### config.mk
export PLATFORM = sky130hd
export DESIGN_NAME = day_night_cycle_tt
export DESIGN_NICKNAME = d
export VERILOG_FILES = /design/src/rtl/day_night_pkg.sv /design/src/rtl/frame_step_div.sv /design/src/rtl/day_night_cycle_tt.sv
export SDC_FILE = /design/constraint.sdc
export NUM_CORES = 1
export LEC_CHECK = 0
export CELL_PAD_IN_SITES_DETAIL_PLACEMENT = 1
export CELL_PAD_IN_SITES_GLOBAL_PLACEMENT = 1
export CORE_UTILIZATION = 45
export CTS_BUF_LIST = sky130_fd_sc_hd__clkbuf_8
export CTS_CLUSTER_DIAMETER = 150
export DETAILED_ROUTE_END_ITERATION = 10
export PLACE_DENSITY_LB_ADDON = 0.1
export REMOVE_ABC_BUFFERS = 1
export SLEW_MARGIN = 30
export SYNTH_ARGS = -nofsm -noshare
export SYNTH_HDL_FRONTEND = slang
export SYNTH_SLANG_ARGS = --single-unit
export TNS_END_PERCENT = 100
### constraint.sdc
create_clock -name clk_pix -period 3.5 [get_ports clk_pix]
set_input_delay 0.35 -clock clk_pix [delete_from_list [all_inputs] [get_ports clk_pix]]
set_output_delay 0.35 -clock clk_pix [all_outputs]
set_load 0.005 [all_outputs]
### src/rtl/day_night_pkg.sv
// Shared definitions for the day/night sequencer and its consumers.
// Contents:
//    phase_t  - four-phase encoding (NIGHT=0, DAWN=1, DAY=2, DUSK=3)
//    FADE_MAX - fade value that means full day
package day_night_pkg;

   typedef enum logic [1:0] {
      PH_NIGHT = 2'd0,
      PH_DAWN  = 2'd1,
      PH_DAY   = 2'd2,
      PH_DUSK  = 2'd3
   } phase_t;

   localparam logic [7:0] FADE_MAX = 8'd255;

endpackage

### src/rtl/frame_step_div.sv
// Prescaler that turns frame updates into fade steps during the ramps.
// Ports:
//    clk_pix - pixel clock
//    rst     - synchronous active-high reset
//    en      - update cycle while in a ramp phase
//    clr     - clear the frame count (phase skip)
//    step    - high on the enabled update that completes STEP_FRAMES frames
module frame_step_div #(
   parameter int unsigned STEP_FRAMES = 2
) (
   input  logic clk_pix,
   input  logic rst,
   input  logic en,
   input  logic clr,
   output logic step
);

   logic [7:0] div_cnt;

   // Combinational so the fade can move on the same update that ends the count.
   assign step = en && (div_cnt == 8'(STEP_FRAMES - 1));

   always_ff @(posedge clk_pix) begin
      if (rst || clr) begin
         div_cnt <= 8'd0;
      end else if (en) begin
         div_cnt <= step ? 8'd0 : div_cnt + 8'd1;
      end
   end

endmodule

### src/rtl/day_night_cycle_tt.sv
// Frame-synchronous day/night sequencer producing fade_level for the
// twilight background stage. All state moves only on frame_start, so the
// blend never changes mid-frame; a skip request is the only thing captured
// between frames.
// Ports:
//    clk_pix     - pixel clock
//    rst         - synchronous active-high reset
//    frame_start - one-cycle pulse at the start of each frame
//    pause       - freezes counters and fade on updates
//    skip        - request jump to the next phase at the next update
//    fade_level  - 0 = night, 255 = day (registered)
//    phase       - current phase (registered)
//    phase_tick  - one-cycle pulse after an update that changed phase
//
// state    | meaning
// ---------+----------------------------------------------
// PH_NIGHT | fade held at 0 for HOLD_FRAMES updates
// PH_DAWN  | fade rises by FADE_INC every STEP_FRAMES updates
// PH_DAY   | fade held at 255 for HOLD_FRAMES updates
// PH_DUSK  | fade falls by FADE_INC every STEP_FRAMES updates
module day_night_cycle_tt
   import day_night_pkg::*;
#(
   parameter int unsigned STEP_FRAMES = 2,
   parameter int unsigned HOLD_FRAMES = 600,
   parameter int unsigned FADE_INC    = 1
) (
   input  logic       clk_pix,
   input  logic       rst,
   input  logic       frame_start,
   input  logic       pause,
   input  logic       skip,
   output logic [7:0] fade_level,
   output logic [1:0] phase,
   output logic       phase_tick
);

   phase_t             phase_q;
   logic        [15:0] hold_cnt;
   logic               skip_pend;
   logic               skip_eff;
   logic               ramp;
   logic               div_en;
   logic               div_clr;
   logic               step;
   logic         [8:0] sum9;
   logic signed  [8:0] diff9;
   logic         [7:0] fade_up;
   logic         [7:0] fade_dn;
   logic               hold_done;

   assign phase = phase_q;

   // A skip arriving on the update cycle itself is consumed by that update.
   assign skip_eff  = skip | skip_pend;
   assign ramp      = (phase_q == PH_DAWN) || (phase_q == PH_DUSK);
   assign div_en    = frame_start && !skip_eff && !pause && ramp;
   assign div_clr   = frame_start && skip_eff;
   assign hold_done = (hold_cnt == 16'(HOLD_FRAMES - 1));

   always_comb begin
      sum9    = {1'b0, fade_level} + 9'(FADE_INC);
      diff9   = $signed({1'b0, fade_level}) - $signed(9'(FADE_INC));
      fade_up = sum9[8] ? FADE_MAX : sum9[7:0];
      fade_dn = diff9[8] ? 8'd0 : diff9[7:0];
   end

   frame_step_div #(
      .STEP_FRAMES(STEP_FRAMES)
   ) u_step_div (
      .clk_pix (clk_pix),
      .rst     (rst),
      .en      (div_en),
      .clr     (div_clr),
      .step    (step)
   );

   always_ff @(posedge clk_pix) begin
      if (rst) begin
         phase_q    <= PH_NIGHT;
         fade_level <= 8'd0;
         phase_tick <= 1'b0;
         hold_cnt   <= 16'd0;
         skip_pend  <= 1'b0;
      end else begin
         phase_tick <= 1'b0;
         if (!frame_start) begin
            if (skip) begin
               skip_pend <= 1'b1;
            end
         end else if (skip_eff) begin
            // Skip wins over pause; fade snaps to the level of the phase entered.
            skip_pend  <= 1'b0;
            hold_cnt   <= 16'd0;
            phase_tick <= 1'b1;
            unique case (phase_q)
               PH_NIGHT: phase_q <= PH_DAWN;
               PH_DAWN: begin
                  phase_q    <= PH_DAY;
                  fade_level <= FADE_MAX;
               end
               PH_DAY:   phase_q <= PH_DUSK;
               PH_DUSK: begin
                  phase_q    <= PH_NIGHT;
                  fade_level <= 8'd0;
               end
            endcase
         end else if (!pause) begin
            unique case (phase_q)
               PH_NIGHT, PH_DAY: begin
                  if (hold_done) begin
                     hold_cnt   <= 16'd0;
                     phase_tick <= 1'b1;
                     phase_q    <= (phase_q == PH_NIGHT) ? PH_DAWN : PH_DUSK;
                  end else begin
                     hold_cnt <= hold_cnt + 16'd1;
                  end
               end
               PH_DAWN: begin
                  if (step) begin
                     fade_level <= fade_up;
                     if (fade_up == FADE_MAX) begin
                        phase_q    <= PH_DAY;
                        hold_cnt   <= 16'd0;
                        phase_tick <= 1'b1;
                     end
                  end
               end
               PH_DUSK: begin
                  if (step) begin
                     fade_level <= fade_dn;
                     if (fade_dn == 8'd0) begin
                        phase_q    <= PH_NIGHT;
                        hold_cnt   <= 16'd0;
                        phase_tick <= 1'b1;
                     end
                  end
               end
            endcase
         end
      end
   end

endmodule

### Placed cells, one colour a class, run 1

(8 px per um)
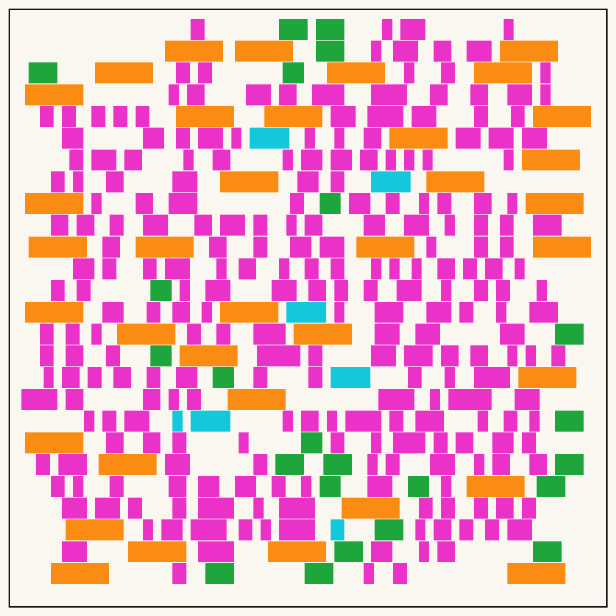
colour	class	cells
cyan	clock drivers and dummy loads	7
magenta	combinational and other logic	250
orange	sequential cells	36
green	remaining buffers and delay cells	23
Final Util: 0.522
flop share of the area: 0.272

### Wiring heat map, run 1

(4 px per um) 15 x 15 tiles, from dark purple (low) to yellow (high), scaled to the fullest tile. Values are wire area over tile area, all layers added.
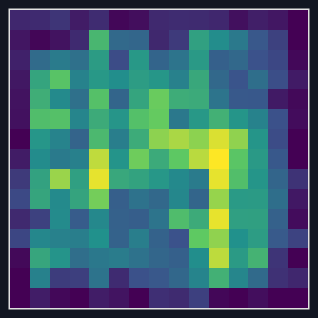
fullest tile	0.48
tiles over half the peak	33%
emptiest ninth of the die	top right
mean over tiles	0.18
nearly empty tiles	7.1%
gr usage total: 0.259
aggregate routed wire length: 6550 um
routed via count: 2332

==> flow_metrics.env, run 1 <==
# physical design summary
export IMPL_wl_per_cell_um=17.0
export IMPL_critPathBufInv=1
export IMPL_clk_pin_slew_ps=80
export IMPL_hp_start="hold_cnt[1]"
export IMPL_viasPerCell=6.04
export IMPL_max_slew_margin_rel=0.463
export IMPL_synth_top_area_share=0.305
export IMPL_cpLargestDelayFamily="AND-OR/OR-AND gates"
export IMPL_cts_hold_buf=0
export IMPL_synth_async_sr_flop_share=0
export IMPL_start_kind="flip-flop"
export IMPL_gp_congestion=0.807
export IMPL_cts_inserted_buffers=5
export IMPL_worstPathCellList="inv_1 -> ha_1 -> nor4b_2 -> nand2_1 -> a221o_1 -> a211oi_2 -> o2111ai_2 -> or4_1 -> a21oi_1"
export IMPL_grt_ovfl_total=0
export IMPL_cts_resized=0
export IMPL_finalNonFillerCells=386
export IMPL_hp_class="reg -> reg"
export IMPL_path_class="reg -> reg"
export IMPL_largest_area_cell="dfxtp_1"
export IMPL_grt_busiest_layer="met2"
export IMPL_synth_area_um2=2370
export IMPL_powerDensity_nw_per_um2=335
export IMPL_synthTopCellsByCount="dfxtp_1 (36), a21oi_1 (28), nor2_1 (28), nand2_1 (24), nor3_1 (18)"
export IMPL_max_vdd_ir_drop_uv=157
export IMPL_chip_area_um2=5550
export IMPL_crit_fanout=10
export IMPL_use_met2=0.434
export IMPL_antenna_cells=0
export IMPL_layout_nets=331
export IMPL_nFillCells=648
export IMPL_post_route_drc_count=0
export IMPL_cts_max_level=2
export IMPL_setup_tns_ps=0
export IMPL_cts_root_buf="clkbuf_8"
export IMPL_grt_pass1_wl_um=11100
export IMPL_grtUsageMet1=0.336
export IMPL_tightest_slew_ps=800
export IMPL_yosysWarnings=0
export IMPL_grt_pass1_vias=2250
export IMPL_cp_slowest_stage_delay_ps=560
export IMPL_final_antenna_net_count=0
export IMPL_drtIter0Drc=137
export IMPL_cp_end_kind="flip-flop"
export IMPL_cellLeakagePower_uw=0.000954
export IMPL_finalCriticalPeriod_ps=2900
export IMPL_drv_slew=0
export IMPL_ys_seq_elements=36
export IMPL_io_pins=16
export IMPL_yosys_cells=307
export IMPL_hold_viol_final=0
export IMPL_cts_max_path_buffers=2
export IMPL_crit_path_end="phase[0]"
export IMPL_slowest_stage="or4_1"
export IMPL_cts_tree="yes"
export IMPL_fp_utilization=0.466
export IMPL_logic_area_um2=1520
export IMPL_fp_dieH_um=74.5
export IMPL_dpl_cell_area_um2=2570
export IMPL_startpoint="fade_level[0]"
export IMPL_synth_area_per_cell_um2=7.71
export IMPL_timing_fmax_ghz=0.345
export IMPL_core_area_um2=5070
export IMPL_finalSetupViolCount=0
export IMPL_synth_cells=307
export IMPL_timing_rr_end="phase[0]"
export IMPL_yosysSeqAreaShare=0.305
export IMPL_status="finished, final reports clean"
export IMPL_fin_area_um2=2650
export IMPL_min_to="hold_cnt[1]"
export IMPL_worst_path_stages=9
export IMPL_ys_types=60
export IMPL_yosysMostFrequentCell="dfxtp_1"
export IMPL_tool_warnings=31
export IMPL_grt_max_degree=24
export IMPL_drive_above_1_share=0.0728
export IMPL_clock_sinks=36
export IMPL_die_x_um=74.5
export IMPL_dr_pass1_iters=4
export IMPL_timing_final_crit_share=0.828
export IMPL_yosys_most_used_dff="dfxtp_1"
export IMPL_worstPathArrival_ps=3120
export IMPL_maxCapViolCount=0
export IMPL_hold_depth=2
export IMPL_io_buffers=15
export IMPL_rrSetupSlack_ps=600
export IMPL_yosys_stat_area_um2=2370
export IMPL_flop_area_um2=721
export IMPL_edf_count=0
export IMPL_placed_cells=379
### The clock network, run 1

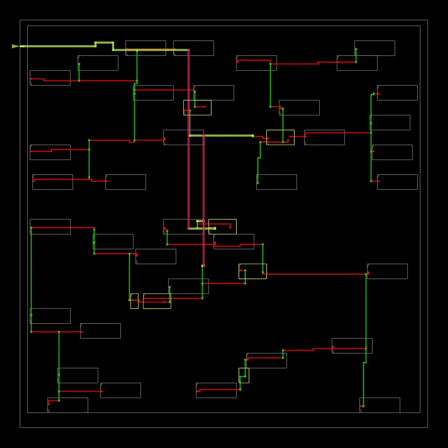
# clk buffers: 5
clock skew: 6.86 ps
flop count: 36
Worst-Skew Late Latency: 290 ps
Clock Power: 286 uW

[run 1: registers in the layout (all words and copies together) (netlist names)]
register,count
u_step_div.div_cnt,8
fade_level,8
skip_pend,1
phase_tick,1
phase,2
hold_cnt,16
[run 1: stage by stage]
stage	hold WS (ps)	power, uW	setup WS [ps]
finish	493	886	603
global route	525	930	395
CTS	497	895	569
detailed placement	487	610	610
global placement	472	606	685
floorplan	419	540	862
[run 1: cell families after synthesis]
logic type               share of synthesized area
AND/OR/NAND/NOR                              0.299
AND-OR/OR-AND                                0.246
flip-flops                                   0.305
buffers and inverters                       0.0513
adder cells (fa/ha/maj)                     0.0529
XOR/XNOR                                    0.0333
multiplexers                                0.0132
[run 1: cell usage in the layout (no fill, tap or decap), types with 4 or more instances in the layout]
cell type and n:
o21ai_0 15, clkbuf_8 5, nand2_1 24, ha_1 10, dfxtp_1 36, a41oi_1 4
inv_1 9, nand4_1 7, nand3_1 15, clkdlybuf4s50_1 15, nor2_1 28, a31oi_1 7
nor3_1 18, xor2_1 6, and4_1 4, a311oi_1 5, nand2b_1 4, and3_1 7
a21oi_1 28, buf_4 8
[run 1: area by class of cell]
| type | count | share of cell area |
|---|---|---|
| flip-flops and latches | 36 | 0.272 |
| clock buffers | 5 | 0.0260 |
| well taps | 70 | 0.0331 |
| repair buffers | 23 | 0.0793 |
| multi-input cells | 242 | 0.575 |
| clock inverters | 2 | 0.00331 |
| inverters | 8 | 0.0113 |
[run 1: routing by layer]
metal | part of all wire | wire length, um
met1 | 0.46 | 3040
met2 | 0.50 | 3250
met3 | 0.025 | 162
met4 | 0.015 | 100
met5 | 0 | 0
[run 1: power breakdown]
| part | internal, uW | switching, uW |
|---|---|---|
| Clock | 133 | 153 |
| Sequential | 417 | 13.5 |
| Combinational | 69.5 | 101 |
==> run 2: changes to the inputs <==
Clock period 3.5 ns to 2.96 ns, I/O delays scaled along.
### Wiring heat map, run 2

(4 px per um) 15 x 15 tiles, from dark purple (low) to yellow (high), scaled to the fullest tile. Values are wire area over tile area, all layers added.
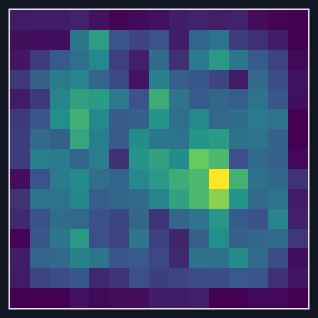
nearly empty tiles	5.8%
mean over tiles	0.20
tiles over half the peak	11%
routed via count: 2414
Routed WL per cell: 18.0 um

### Placed cells, one colour a class, run 2

(8 px per um)
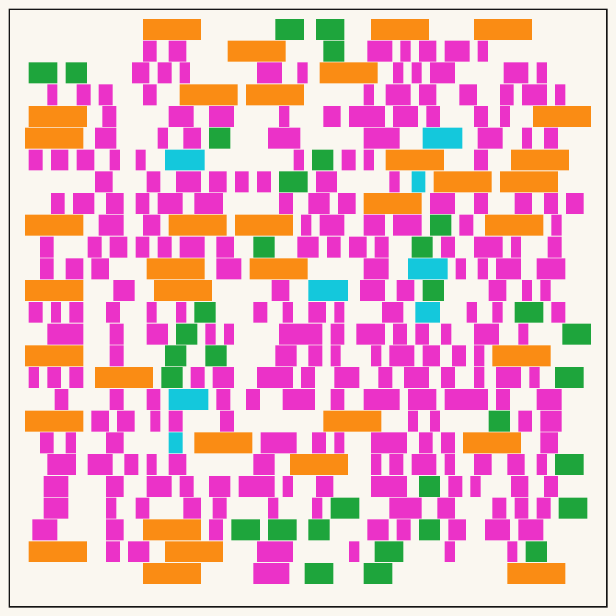
colour	class	cells
cyan	clock drivers and dummy loads	8
orange	sequential cells	36
magenta	combinational and other logic	250
green	remaining buffers and delay cells	33
Final Cell Area: 2740 um2
flop share of the area: 0.263
Core Region: 5070 um2

==> flow_metrics.env, run 2 <==
# physical design summary
export IMPL_setup_tns_ps=0
export IMPL_edf_count=0
export IMPL_placed_cells=388
export IMPL_timing_final_crit_share=0.932
export IMPL_post_route_drc_count=0
export IMPL_drv_slew=0
export IMPL_startpoint="fade_level[0]"
export IMPL_fp_utilization=0.466
export IMPL_finalCriticalPeriod_ps=2760
export IMPL_rrSetupSlack_ps=200
export IMPL_largest_area_cell="dfxtp_1"
export IMPL_logic_family="simple AND/OR/NAND/NOR gates"
export IMPL_ys_sh_aoi=0.246
export IMPL_synth_top_area_share=0.305
export IMPL_place_hpwl_um=5150
export IMPL_seqPwrFrac=0.468
export IMPL_maxCapViolCount=0
export IMPL_drive_above_1_share=0.107
export IMPL_cts_hold_buf=0
export IMPL_switching_share=0.310
export IMPL_ys_sh_adder=0.0529
export IMPL_worstPathArrival_ps=2980
export IMPL_cts_tree="yes"
export IMPL_grt_usage=0.285
export IMPL_utilization=0.539
export IMPL_dpl_cell_area_um2=2640
export IMPL_synthTopCellsByCount="dfxtp_1 (36), a21oi_1 (28), nor2_1 (28), nand2_1 (24), nor3_1 (18)"
export IMPL_hp_start="hold_cnt[15]"
export IMPL_tightest_slew_ps=611
export IMPL_io_buffers=15
export IMPL_yosys_stat_area_um2=2370
export IMPL_seq_cell_count=36
export IMPL_tool_warnings=31
export IMPL_synth_area_per_cell_um2=7.71
export IMPL_nClkBuffers=5
export IMPL_yosysMostFrequentCell="dfxtp_1"
export IMPL_powerDensity_nw_per_um2=396
export IMPL_gp_congestion=0.834
export IMPL_synth_simple_area_share=0.299
export IMPL_signal_buffers=33
export IMPL_chip_area_um2=5550
export IMPL_layout_top_cells="dfxtp_1 (36), nor2_1 (28), a21oi_1 (28)"
export IMPL_hold_viol_final=0
export IMPL_mux_share=0.0132
export IMPL_ys_types=60
export IMPL_cts_max_path_buffers=2
export IMPL_die_x_um=74.5
export IMPL_max_slew_margin_rel=0.587
export IMPL_cp_end_kind="flip-flop"
export IMPL_fin_skew_ps=7.32
export IMPL_clock_area_frac=0.0320
export IMPL_finalNonFillerCells=397
export IMPL_num_tap_cells=70
export IMPL_start_kind="flip-flop"
export IMPL_final_antenna_net_count=0
export IMPL_synth_async_sr_flop_share=0
export IMPL_insertion_delay_ps=300
export IMPL_yosys_cells=307
export IMPL_clock_sinks=36
export IMPL_layout_nets=341
export IMPL_p_clk_frac=0.334
export IMPL_yosysWarnings=0
export IMPL_status="finished, final reports clean"
export IMPL_xor_share=0.0333
export IMPL_crit_fanout=7
export IMPL_grt_max_degree=23
export IMPL_timing_fmax_ghz=0.362
export IMPL_flop_area_um2=721
export IMPL_nNonClkInverters=8
export IMPL_internal_power_uw=746
export IMPL_largestClassByArea="logic gates"
export IMPL_top_register="hold_cnt"
export IMPL_logic_area_um2=1520
export IMPL_clk_pin_slew_ps=80
export IMPL_wl_um=7160
export IMPL_max_vdd_ir_drop_uv=185
export IMPL_dr_pass1_iters=4
export IMPL_path_class="reg -> reg"
export IMPL_yosys_most_used_dff="dfxtp_1"
export IMPL_antenna_cells=0
export IMPL_io_pins=16
export IMPL_comb_share=0.557
export IMPL_viasPerCell=6.08
export IMPL_synth_cells=307
export IMPL_hp_class="reg -> reg"
export IMPL_yosysSeqAreaShare=0.305
export IMPL_finalSetupViolCount=0
export IMPL_multi_input_comb_cells=242
export IMPL_drtIter0Drc=129
export IMPL_bufAreaShareNonClock=0.104
export IMPL_cellLeakagePower_uw=0.00101
-- run 2: kinds of logic (layout without fill, tap and decap cells) --
family / after synthesis / in the layout
AND/OR/NAND/NOR: 133 / 133
multiplexers: 3 / 3
flip-flops: 36 / 36
XOR/XNOR: 9 / 9
adder cells (fa/ha/maj): 10 / 10
buffers and inverters: 29 / 49
AND-OR/OR-AND: 87 / 87
-- run 2: worst paths after layout --
path	to	cells after the start
hold / removal	hold_cnt[15]	1
hold reg to reg	hold_cnt[15]	1
setup reg to reg	hold_cnt[12]	8
setup / recovery	hold_cnt[12]	8
-- run 2: layer usage --
metal	vias up	share of wire	track usage
met3	13	0.026	0.0488
met4	0	0.018	0.107
met1	1175	0.43	0.329
met2	42	0.53	0.522
met5	-	0	0
li1	1184	-	-
-- run 2: power groups by stage --
| stage | registers (uW) | logic (uW) | clock network (uW) |
|---|---|---|---|
| finish | 507 | 214 | 361 |
| floorplan | 517 | 121 | 0 |
| global placement | 517 | 205 | 0 |
| CTS | 506 | 212 | 371 |
| global route | 509 | 235 | 394 |
| detailed placement | 518 | 209 | 0 |
-- run 2: stage by stage --
step / setup WS (ps) / total power, uW / hold slack, ps
final: 201 / 1080 / 488
after global routing: 62.7 / 1140 / 515
after CTS: 107 / 1090 / 490
after detailed placement: 174 / 727 / 477
after global placement: 339 / 722 / 471
after floorplan: 322 / 638 / 365
-- run 2: what timing repair did --
action | CTS | global route
buffers inserted | 0 | 1
resized | 0 | 0
hold endpoints to repair | 0 | 0
setup endpoints to repair | 0 | 2
-- run 2: critical path, cell delays in order, from the launching register on --
cell       delay [ps]
dfxtp_1           450
ha_1              320
and4_1            360
a41o_1            260
nor2_1             60
o21ai_0           310
o2111ai_2         210
or4_1             540
a21oi_1           170
==> run 3: changes to the inputs <==
Settings changed: GPL_TIMING_DRIVEN set to 1.
### Ports around the boundary, run 3

(4 px per um) Pins as bars across the die edge, other pins in grey.
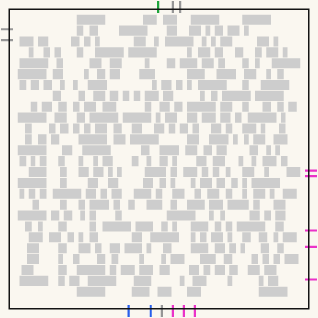
colour	port	pins	direction	edge
green	phase_tick	1	output	top
blue	phase	2	output	bottom
magenta	fade_level	8	output	5 right, 3 bottom
all pins by edge	6 bottom, 5 right, 3 top, 2 left
I/O Buffers: 15
Die Wd: 74.5 um
Die Y: 74.5 um

### Placed cells, one colour a class, run 3

(8 px per um)
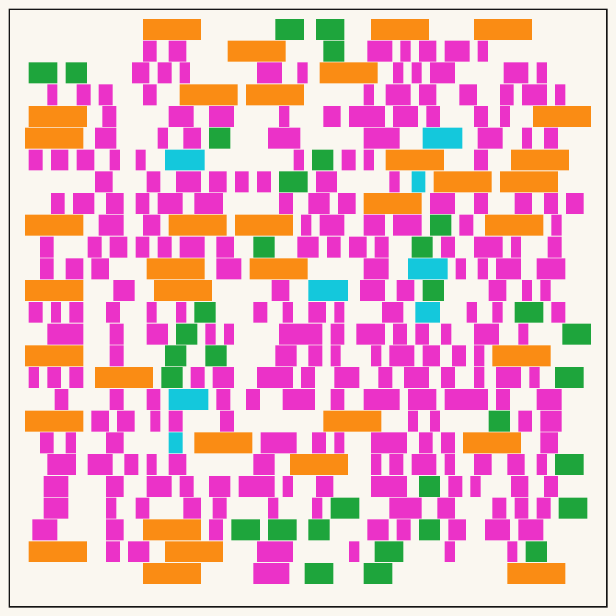
colour	class	cells
orange	sequential cells	36
magenta	combinational and other logic	250
cyan	clock drivers and dummy loads	8
green	remaining buffers and delay cells	33
Rows: 26
Final Util: 0.539

==> flow_metrics.env, run 3 <==
# physical design summary
export IMPL_cts_hold_buf=0
export IMPL_synth_cells=307
export IMPL_timing_final_crit_share=0.932
export IMPL_cts_tree="yes"
export IMPL_hold_viol_final=0
export IMPL_cts_resized=0
export IMPL_wl_per_cell_um=18.0
export IMPL_rsz0062_at_grt="false"
export IMPL_yosys_stat_area_um2=2370
export IMPL_synth_area_per_cell_um2=7.71
export IMPL_cts_root_buf="clkbuf_8"
export IMPL_synth_top_area_share=0.305
export IMPL_cts_setup_buffers=0
export IMPL_insertion_delay_ps=300
export IMPL_antenna_found_initial=0
export IMPL_cp_required_ps=3180
export IMPL_synthTopCellsByCount="dfxtp_1 (36), a21oi_1 (28), nor2_1 (28), nand2_1 (24), nor3_1 (18)"
export IMPL_cellLeakagePower_uw=0.00101
export IMPL_drv_slew=0
export IMPL_ys_seq_elements=36
export IMPL_placed_cells=388
export IMPL_io_pins=16
export IMPL_worst_slack_ps=201
export IMPL_area_leaders="dfxtp_1 (30%), a21oi_1 (5.9%), ha_1 (5.3%)"
export IMPL_setup_tns_ps=0
export IMPL_logic_area_um2=1520
export IMPL_finalSetupViolCount=0
export IMPL_dr_pass1_iters=4
export IMPL_cts_inserted_buffers=5
export IMPL_drtIter0Drc=129
export IMPL_yosys_most_used_dff="dfxtp_1"
export IMPL_dpl_cell_area_um2=2640
export IMPL_yosysWarnings=0
export IMPL_fp_utilization=0.466
export IMPL_nFillCells=664
export IMPL_post_route_drc_count=0
export IMPL_yosysSeqAreaShare=0.305
export IMPL_finalNonFillerCells=397
export IMPL_cts_max_path_buffers=2
export IMPL_synth_async_sr_flop_share=0
export IMPL_ys_types=60
export IMPL_tool_warnings=31
export IMPL_clock_sinks=36
export IMPL_tightest_slew_ps=611
export IMPL_hp_class="reg -> reg"
export IMPL_antenna_cells=0
export IMPL_status="finished, final reports clean"
export IMPL_xor_share=0.0333
export IMPL_grt_max_degree=23
export IMPL_pre_cts_ws_ps=174
export IMPL_max_slew_margin_rel=0.587
export IMPL_vias=2414
export IMPL_crit_fanout=7
export IMPL_reg_top3="hold_cnt (16), fade_level (8), u_step_div.div_cnt (8)"
export IMPL_cp_end_kind="flip-flop"
export IMPL_grt_usage=0.285
export IMPL_ys_sh_adder=0.0529
export IMPL_path_class="reg -> reg"
export IMPL_place_hpwl_um=5150
export IMPL_max_vdd_ir_drop_uv=185
export IMPL_final_common_cell="dfxtp_1"
export IMPL_synth_simple_area_share=0.299
export IMPL_edf_count=0
export IMPL_cts_max_level=2
export IMPL_finalCriticalPeriod_ps=2760
export IMPL_logic_family="simple AND/OR/NAND/NOR gates"
export IMPL_core_area_um2=5070
export IMPL_yosys_cells=307
export IMPL_layout_top_cells="dfxtp_1 (36), nor2_1 (28), a21oi_1 (28)"
export IMPL_layout_nets=341
export IMPL_yosysMostFrequentCell="dfxtp_1"
export IMPL_grt_pass1_wl_um=11900
export IMPL_largest_reg_flops=16
export IMPL_grt_pass1_vias=2449
export IMPL_synth_area_um2=2370
export IMPL_timing_fmax_ghz=0.362
export IMPL_clk_pin_slew_ps=80
export IMPL_top_register="hold_cnt"
export IMPL_area_growth_syn_to_layout_pct=15.6
export IMPL_worstPathArrival_ps=2980
export IMPL_flop_area_um2=721
export IMPL_mux_share=0.0132
export IMPL_gp_congestion=0.834
export IMPL_fin_skew_ps=7.32
export IMPL_wl_um=7160
export IMPL_viasPerCell=6.08
export IMPL_drive_above_1_share=0.107
export IMPL_fin_area_um2=2740
export IMPL_powerDensity_nw_per_um2=396
export IMPL_chip_area_um2=5550
export IMPL_final_antenna_net_count=0
export IMPL_largest_area_cell="dfxtp_1"
export IMPL_start_kind="flip-flop"
export IMPL_ys_sh_aoi=0.246
export IMPL_maxCapViolCount=0
export IMPL_grt_ovfl_total=0
[run 3: where the power goes]
group | switching (uW) | leakage [uW] | total, uW | internal [uW]
clock | 197 | 0.0000479 | 361 | 164
sequential | 14.2 | 0.000291 | 507 | 492
combinational | 125 | 0.000670 | 214 | 89.7
[run 3: critical path: stages, from the launching register on]
cell       delay [ps]
dfxtp_1           450
ha_1              320
and4_1            360
a41o_1            260
nor2_1             60
o21ai_0           310
o2111ai_2         210
or4_1             540
a21oi_1           170
[run 3: per-layer routing]
metal  wire length [um]  GRT usage
met5                  0          0
met4                126      0.107
met3                189     0.0488
met2               3770      0.522
met1               3080      0.329
[run 3: path summary, 6_finish.rpt]
| check | startpoint | end | slack [ps] | cells after the start |
|---|---|---|---|---|
| max | fade_level[0] | hold_cnt[12] | 200 | 8 |
| min reg2reg | hold_cnt[15] | hold_cnt[15] | 490 | 1 |
| max reg2reg | fade_level[0] | hold_cnt[12] | 200 | 8 |
| min | hold_cnt[15] | hold_cnt[15] | 490 | 1 |
[run 3: final cells by class]
| cell class | instances | area share |
|---|---|---|
| inverters | 8 | 0.0110 |
| well taps | 70 | 0.0320 |
| repair buffers | 33 | 0.104 |
| multi-input cells | 242 | 0.557 |
| clock inverters | 3 | 0.00686 |
| clock buffers | 5 | 0.0252 |
| flip-flops and latches | 36 | 0.263 |
[run 3: stage by stage]
step                power, uW  hold WS (ps)
floorplan                 638           365
global placement          722           471
detailed placement        727           477
CTS                      1090           490
global route             1140           515
finish                   1080           488
[run 3: cell families after synthesis]
group,after synthesis
xor+xnor,9
fa+ha+maj,10
simple gates,133
buf+inv,29
compound gates,87
flops,36
mux,3
Power is estimated from default activity; no workload was simulated.
